===== config.mk =====
export PLATFORM = sky130hd
export DESIGN_NAME = ren_conv_wb_master
export DESIGN_NICKNAME = d
export VERILOG_FILES = /design/src/rtl/ren_conv_wb_master.sv
export SDC_FILE = /design/constraint.sdc
export NUM_CORES = 1
export LEC_CHECK = 0
export CORE_MARGIN = 2
export CORE_UTILIZATION = 43
export DETAILED_ROUTE_END_ITERATION = 8
export PLACE_DENSITY = 0.81
export SLEW_MARGIN = 30
export SYNTH_ARGS = -nofsm -noshare
export SYNTH_HDL_FRONTEND = slang
export SYNTH_SLANG_ARGS = --single-unit

===== constraint.sdc =====
create_clock -name wb_clk_i -period 2.9 [get_ports wb_clk_i]
set_input_delay 0.29 -clock wb_clk_i [delete_from_list [all_inputs] [get_ports wb_clk_i]]
set_output_delay 0.29 -clock wb_clk_i [all_outputs]
set_load 0.01 [all_outputs]

===== src/rtl/ren_conv_wb_master.sv =====
// Wishbone classic initiator: turns one command into an incrementing-address burst.
// Optional STB/ACK timeout abort is built when REN_WBM_TIMEOUT_EN is defined.
module ren_conv_wb_master #(
    parameter int unsigned LEN_WIDTH      = 8,
    parameter int unsigned ADDR_STEP      = 4,
    parameter int unsigned TIMEOUT_CYCLES = 255
) (
    input  logic                 wb_clk_i,
    input  logic                 wb_rst_i,
    input  logic                 cmd_valid,
    output logic                 cmd_ready,
    input  logic                 cmd_we,
    input  logic [31:0]          cmd_addr,
    input  logic [LEN_WIDTH-1:0] cmd_len,
    input  logic                 wr_valid,
    output logic                 wr_ready,
    input  logic [31:0]          wr_data,
    output logic                 rd_valid,
    output logic [31:0]          rd_data,
    output logic                 done,
    output logic                 err,
    output logic                 busy,
    output logic                 wbm_cyc_o,
    output logic                 wbm_stb_o,
    output logic                 wbm_we_o,
    output logic [3:0]           wbm_sel_o,
    output logic [31:0]          wbm_adr_o,
    output logic [31:0]          wbm_dat_o,
    input  logic                 wbm_ack_i,
    input  logic [31:0]          wbm_dat_i
);

    typedef enum logic [1:0] {IDLE, WDAT, STB, GAP} state_t;

    state_t             state;
    state_t             state_nxt;
    logic [LEN_WIDTH:0] beats;
    logic               last_beat;
    logic               timeout_hit;

    assign last_beat = (beats == (LEN_WIDTH + 1)'(1));
    assign wbm_sel_o = 4'hF;

`ifdef REN_WBM_TIMEOUT_EN
    localparam int unsigned TW = ($clog2(TIMEOUT_CYCLES + 1) > 8) ? $clog2(TIMEOUT_CYCLES + 1) : 8;
    logic [TW-1:0] tcnt;

    // Counter holds the number of ACK-less STB cycles already elapsed.
    always_ff @(posedge wb_clk_i) begin
        if (wb_rst_i || state != STB)
            tcnt <= '0;
        else if (!wbm_ack_i)
            tcnt <= tcnt + TW'(1);
    end

    assign timeout_hit = (state == STB) && !wbm_ack_i && (tcnt == TW'(TIMEOUT_CYCLES - 1));
`else
    assign timeout_hit = 1'b0;
`endif

    always_ff @(posedge wb_clk_i) begin
        if (wb_rst_i)
            state <= IDLE;
        else
            state <= state_nxt;
    end

    always_comb begin
        state_nxt = state;
        case (state)
            IDLE: if (cmd_valid) state_nxt = cmd_we ? WDAT : STB;
            WDAT: if (wr_valid) state_nxt = STB;
            STB: begin
                if (wbm_ack_i)
                    state_nxt = last_beat ? IDLE : GAP;
                else if (timeout_hit)
                    state_nxt = IDLE;
            end
            GAP:  state_nxt = wbm_we_o ? WDAT : STB;
            default: state_nxt = IDLE;
        endcase
    end

    always_comb begin
        cmd_ready = (state == IDLE);
        busy      = (state != IDLE);
        wbm_cyc_o = (state != IDLE);
        wbm_stb_o = (state == STB);
        wr_ready  = (state == WDAT) && wr_valid;
    end

    always_ff @(posedge wb_clk_i) begin
        if (wb_rst_i) begin
            wbm_we_o  <= 1'b0;
            wbm_adr_o <= '0;
            wbm_dat_o <= '0;
            beats     <= '0;
            rd_data   <= '0;
            rd_valid  <= 1'b0;
            done      <= 1'b0;
            err       <= 1'b0;
        end else begin
            rd_valid <= 1'b0;
            done     <= 1'b0;
            err      <= 1'b0;
            case (state)
                IDLE: begin
                    if (cmd_valid) begin
                        wbm_we_o  <= cmd_we;
                        wbm_adr_o <= cmd_addr & 32'hFFFF_FFFC;
                        beats     <= {1'b0, cmd_len} + (LEN_WIDTH + 1)'(1);
                    end
                end
                WDAT: begin
                    if (wr_valid)
                        wbm_dat_o <= wr_data;
                end
                STB: begin
                    if (wbm_ack_i) begin
                        if (!wbm_we_o) begin
                            rd_data  <= wbm_dat_i;
                            rd_valid <= 1'b1;
                        end
                        beats     <= beats - (LEN_WIDTH + 1)'(1);
                        wbm_adr_o <= wbm_adr_o + 32'(ADDR_STEP);
                        done      <= last_beat;
                    end else if (timeout_hit) begin
                        done <= 1'b1;
                        err  <= 1'b1;
                    end
                end
                default: ;
            endcase
        end
    end

endmodule


==> flow_summary.json, run 1 <==
{
  "ir_drop_v": 0.0003115,
  "hold_class": "in2reg",
  "rsz0062_at_grt": "false",
  "comb_share_pct": 35.18,
  "area_growth_pct": 48.46,
  "yosysTopAreaCellShare_pct": 42.81,
  "fp-utilization_pct": 44.23,
  "wl_per_cell_um": 15.95,
  "warnings": 29,
  "synthTopCellsByArea": "dfxtp_1 43%, nand2_1 13%, a21oi_1 9.1%",
  "nNonClkBuffers": 219,
  "tightest_slew_ns": 0.5990,
  "io_pins": 219,
  "cpPeakStageDelay_ns": 0.57,
  "grt_use_met1_pct": 29.31,
  "yosysWarningCount": 0,
  "nClkBuffers": 9,
  "fin_crit_sh_pct": 83.33,
  "leakage_nw": 2.609,
  "fin_cells": 1003,
  "synth.avg_cell_area_um2": 7.492,
  "status": "finished, final reports clean"
}
==> run 1: worst paths after layout <==
kind	startpoint	end	slack, ns	cells past startpoint
max reg2reg	wbm_adr_o[2]	wbm_adr_o[28]	0.50	7
min reg2reg	wbm_dat_o[10]	wbm_dat_o[10]	0.45	2
max	state[0]	wbm_stb_o	0.48	4
min	wb_rst_i	wbm_adr_o[10]	0.19	2
==> run 1: registers in the layout, summed over array words and instances, names as in the netlist <==
name,cells
wbm_adr_o,30
wbm_we_o,1
rd_valid,1
done,1
wbm_dat_o,32
beats,9
rd_data,32
state,2
==> run 1: cells by family (layout without fill, tap and decap cells) <==
logic type	after synthesis	in the layout	share of synthesized area [%]
XOR/XNOR	6	6	1.041
buffers and inverters	65	246	5.476
other	2	7	0.1487
AND/OR/NAND/NOR	310	310	28.44
flip-flops	108	108	42.81
AND-OR/OR-AND	175	175	20.27
multiplexers	4	4	0.8176
adder cells (fa/ha/maj)	4	4	0.9911
==> run 1: power by group <==
group	switching, mW	total (mW)	internal [mW]
Combinational	0.455	0.927	0.472
Sequential	0.131	1.72	1.59
Clock	0.572	1.25	0.677
==> run 1: critical path: cells and delay by family, from the launching register on <==
kind                   cells  cell delay [ns]
buffers and inverters      3             1.18
flip-flops                 1             0.38
AND/OR/NAND/NOR            1             0.22
==> run 1: placed cells by master, fill, tap and decap left out, types with 5 or more instances in the layout <==
cell / count
clkdlybuf4s50_1: 208
nand2_1: 171
dfxtp_1: 108
a21oi_1: 92
nor2_1: 34
o21ai_0: 32
nand3_1: 23
nor3_1: 14
inv_1: 10
nand4_1: 10
and3_1: 10
buf_4: 10
clkbuf_16: 9
a211oi_1: 8
nor4_1: 7
conb_1: 7
a22oi_1: 5
or3_1: 5
a31oi_1: 5
a22o_1: 5
run_1/floorplan.png
Scale bar: 20 µm. Pins as bars on the die edge.
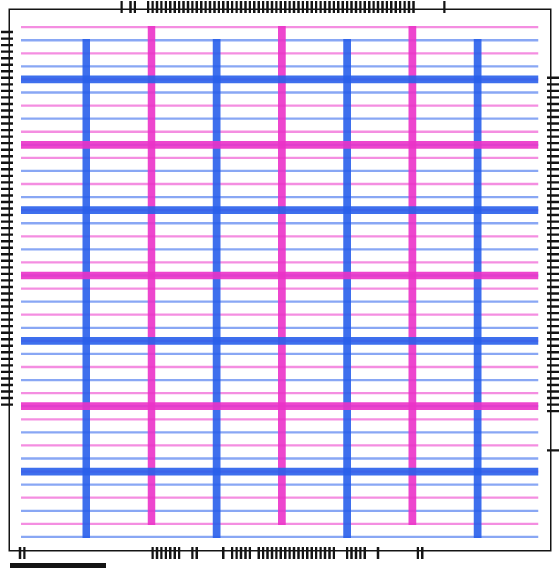
legend:
  VDD:
    colour: magenta
  VSS:
    colour: blue
met4 straps: 7
met1 rails: 40
rows: 39
signal pins: 219
met5 straps: 7
core area: 11,420 µm²
die width: 112.4 µm

run_1/class_map.png
Scale bar: 20 µm.
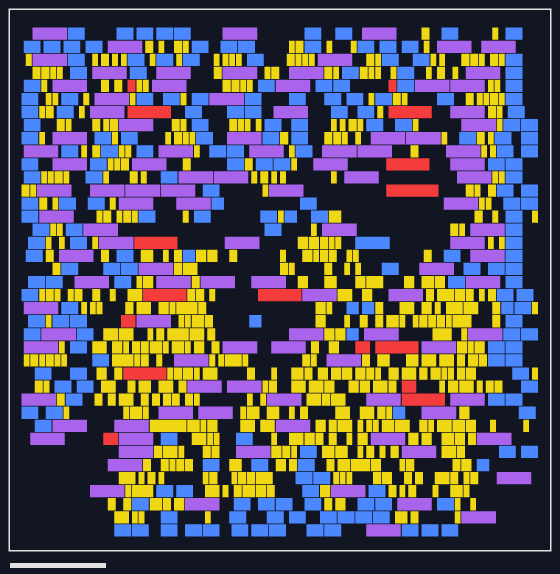
legend:
  remaining buffers and delay cells:
    colour: blue
    cells: 219
    share_of_their_area: 30%
  registers:
    colour: purple
    cells: 108
    share_of_their_area: 30%
  remaining logic cells:
    colour: yellow
    cells: 517
    share_of_their_area: 37%
  clock drivers and dummy loads:
    colour: red
    cells: 16
    share_of_their_area: 4.1%

run_1/clock_wires.png
Scale bar: 20 µm.
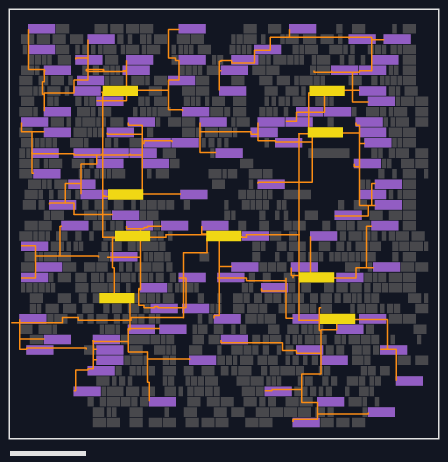
legend:
  flip-flops:
    colour: purple
    count: 108
  clock wires:
    colour: orange
    length: 1,280 µm
  clock-net drivers:
    colour: yellow
    count: 9
routed clock nets: 10
flops lie: spread over the die
Insertion Delay late pin: 0.34 ns
clock skew: 0.006945 ns
clk pwr: 1.25 mW

==> run 2: changes to the inputs <==
- CORE_UTILIZATION: 43 -> 38
- PLACE_DENSITY: 0.81 -> 0.76
- clock period: 2.9 -> 2.2 ns (I/O delays scaled with it)
run_2/placed.png
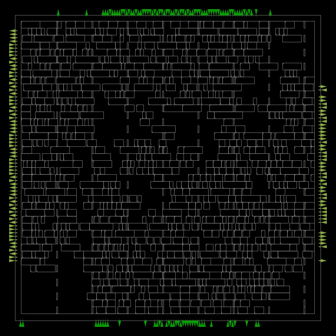
fin cells: 1,062
Rows: 42

run_2/floorplan.png
Scale bar: 20 µm. Pins as bars on the die edge.
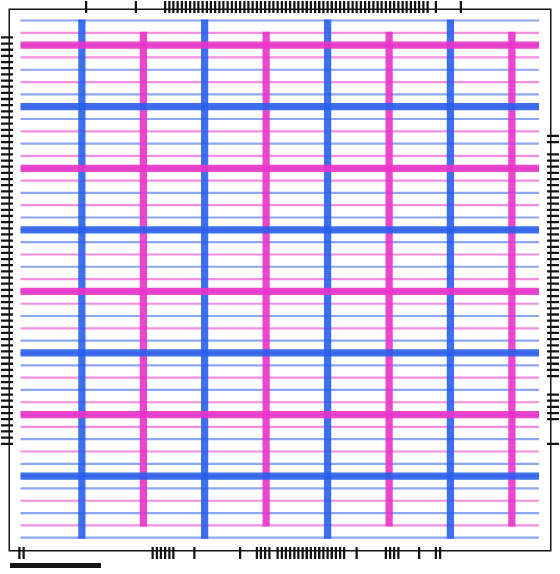
legend:
  VSS:
    colour: blue
  VDD:
    colour: magenta
met5 straps: 8
signal pins: 219
met1 rails: 43
met4 straps: 8
core area: 13,090 µm²
Peak supply drop: 0.0003217 V
Die Height: 119.3 µm
die width: 119.3 µm

run_2/class_map.png
Scale bar: 20 µm.
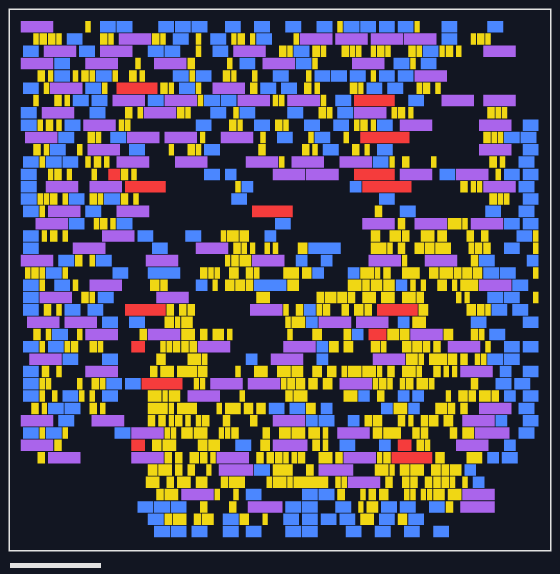
legend:
  clock drivers and dummy loads:
    colour: red
    cells: 16
    share_of_their_area: 4.4%
  remaining buffers and delay cells:
    colour: blue
    cells: 245
    share_of_their_area: 32%
  registers:
    colour: purple
    cells: 108
    share_of_their_area: 29%
  remaining logic cells:
    colour: yellow
    cells: 517
    share_of_their_area: 35%
Final Cell Area: 7800 µm²
Final Core Density: 59.61%
sequential cell area share: 27.82%

==> run 2 against run 1 <==
Effect of this change: cell area up 4.0%; non-clock buffer count up 26; critical path depth up 2; register-to-register slack worse by 0.40 ns; final cell count up 5.9%; sequential share of layout area down 1.0 points; combinational power up 42%; die size up 13%; routed wire length about the same; via count down 1.1%; utilization down 6.0 points; hold slack better by 0.11 ns; critical path type is now reg2reg; largest cell class unchanged.
==> flow_summary.json, run 2 <==
{
  "synth.avg_cell_area_um2": 7.492,
  "layout.cells.most_common": "clkdlybuf4s50_1",
  "synthMuxAreaShare_pct": 0.8176,
  "fin_crit_sh_pct": 95.61,
  "whs_path_depth": 2,
  "pg_comb_mw": 1.32,
  "top_regs": "rd_data: 32 flops, wbm_dat_o: 32 flops, wbm_adr_o: 30 flops",
  "power.internal_mw": 3.800,
  "yosysWarningCount": 0,
  "yosys.area_share.xor_xnor_pct": 1.041,
  "io_pins": 219,
  "startpoint": "wbm_adr_o[7]",
  "cpPeakStageDelay_ns": 0.58,
  "netlist_logic_family_top": "simple AND/OR/NAND/NOR gates",
  "synthTopCellsByArea": "dfxtp_1 43%, nand2_1 13%, a21oi_1 9.1%",
  "reg2reg_slack_ns": 0.1,
  "clk_latency_ns": 0.35,
  "combPwrFrac_pct": 24.5,
  "simple_gate_area_share_pct": 28.44,
  "adder_share_pct": 0.9911,
  "r2r_cells": 6,
  "synthAoiAreaFrac_pct": 20.27,
  "layout_top_cells": "208 x clkdlybuf4s50_1, 171 x nand2_1, 102 x dfxtp_1",
  "skew_ns": 0.005644,
  "p_clk_share_pct": 33.7,
  "p_sw_share_pct": 29.29,
  "hold_class": "in2reg",
  "status": "finished, final reports clean",
  "area_growth_pct": 54.46,
  "leakage_nw": 2.759
}
[run 2: worst max-delay path by stage]
stage / cells past startpoint / endpoint
finish: 6 / wbm_adr_o[27]
global route: 7 / wbm_adr_o[24]
CTS: 6 / wbm_adr_o[27]
detailed placement: 7 / wbm_adr_o[28]
global placement: 6 / wbm_adr_o[27]
floorplan: 6 / wbm_adr_o[31]
[run 2: kinds of logic after synthesis]
logic type / count (synthesis)
mux: 4
simple gates: 310
fa+ha+maj: 4
compound gates: 175
flops: 108
xor+xnor: 6
other cells: 2
buf+inv: 65
[run 2: cell type report]
| type | instances | area share (%) |
|---|---|---|
| flip-flops and latches | 108 | 27.82 |
| multi-input cells | 506 | 33.86 |
| repair buffers | 245 | 30.73 |
| clock buffers | 9 | 2.887 |
| inverters | 11 | 0.5294 |
| clock inverters | 7 | 1.347 |
| well taps | 176 | 2.823 |
[run 2: layer usage]
layer	GRT usage (%)	part of all wire (%)	vias up	wire, µm
met5	0	0	-	0
met3	7.088	8.9	23	1416
li1	-	-	2754	-
met2	35.17	46	218	7377
met4	8.259	2.0	0	324
met1	29.40	43	2499	6863
[run 2: through the flow]
step           utilization (%)  cell area (µm²)
2_1_floorplan                -             5077
3_3_place_gp             57.06             7466
3_5_place_dp             57.06             7466
4_1_cts                  59.58             7796
5_1_grt                  59.61             7800
6_report                 59.61             7800
[run 2: critical path: cells and delay by family, from the launching register on]
| family | cells | cell delay (ns) |
|---|---|---|
| AOI/OAI and AO/OA | 2 | 0.29 |
| buffers and inverters | 1 | 0.17 |
| and+or+nand+nor | 3 | 1.22 |
| DFF | 1 | 0.35 |
[run 2: what timing repair did]
| action | CTS | global route |
|---|---|---|
| endpoints found under the hold margin | 0 | 0 |
| resized | 0 | 1 |
| endpoints found under the setup margin | 0 | 1 |
| setup buffers | 0 | 0 |
Power and IR drop assume default switching activity.
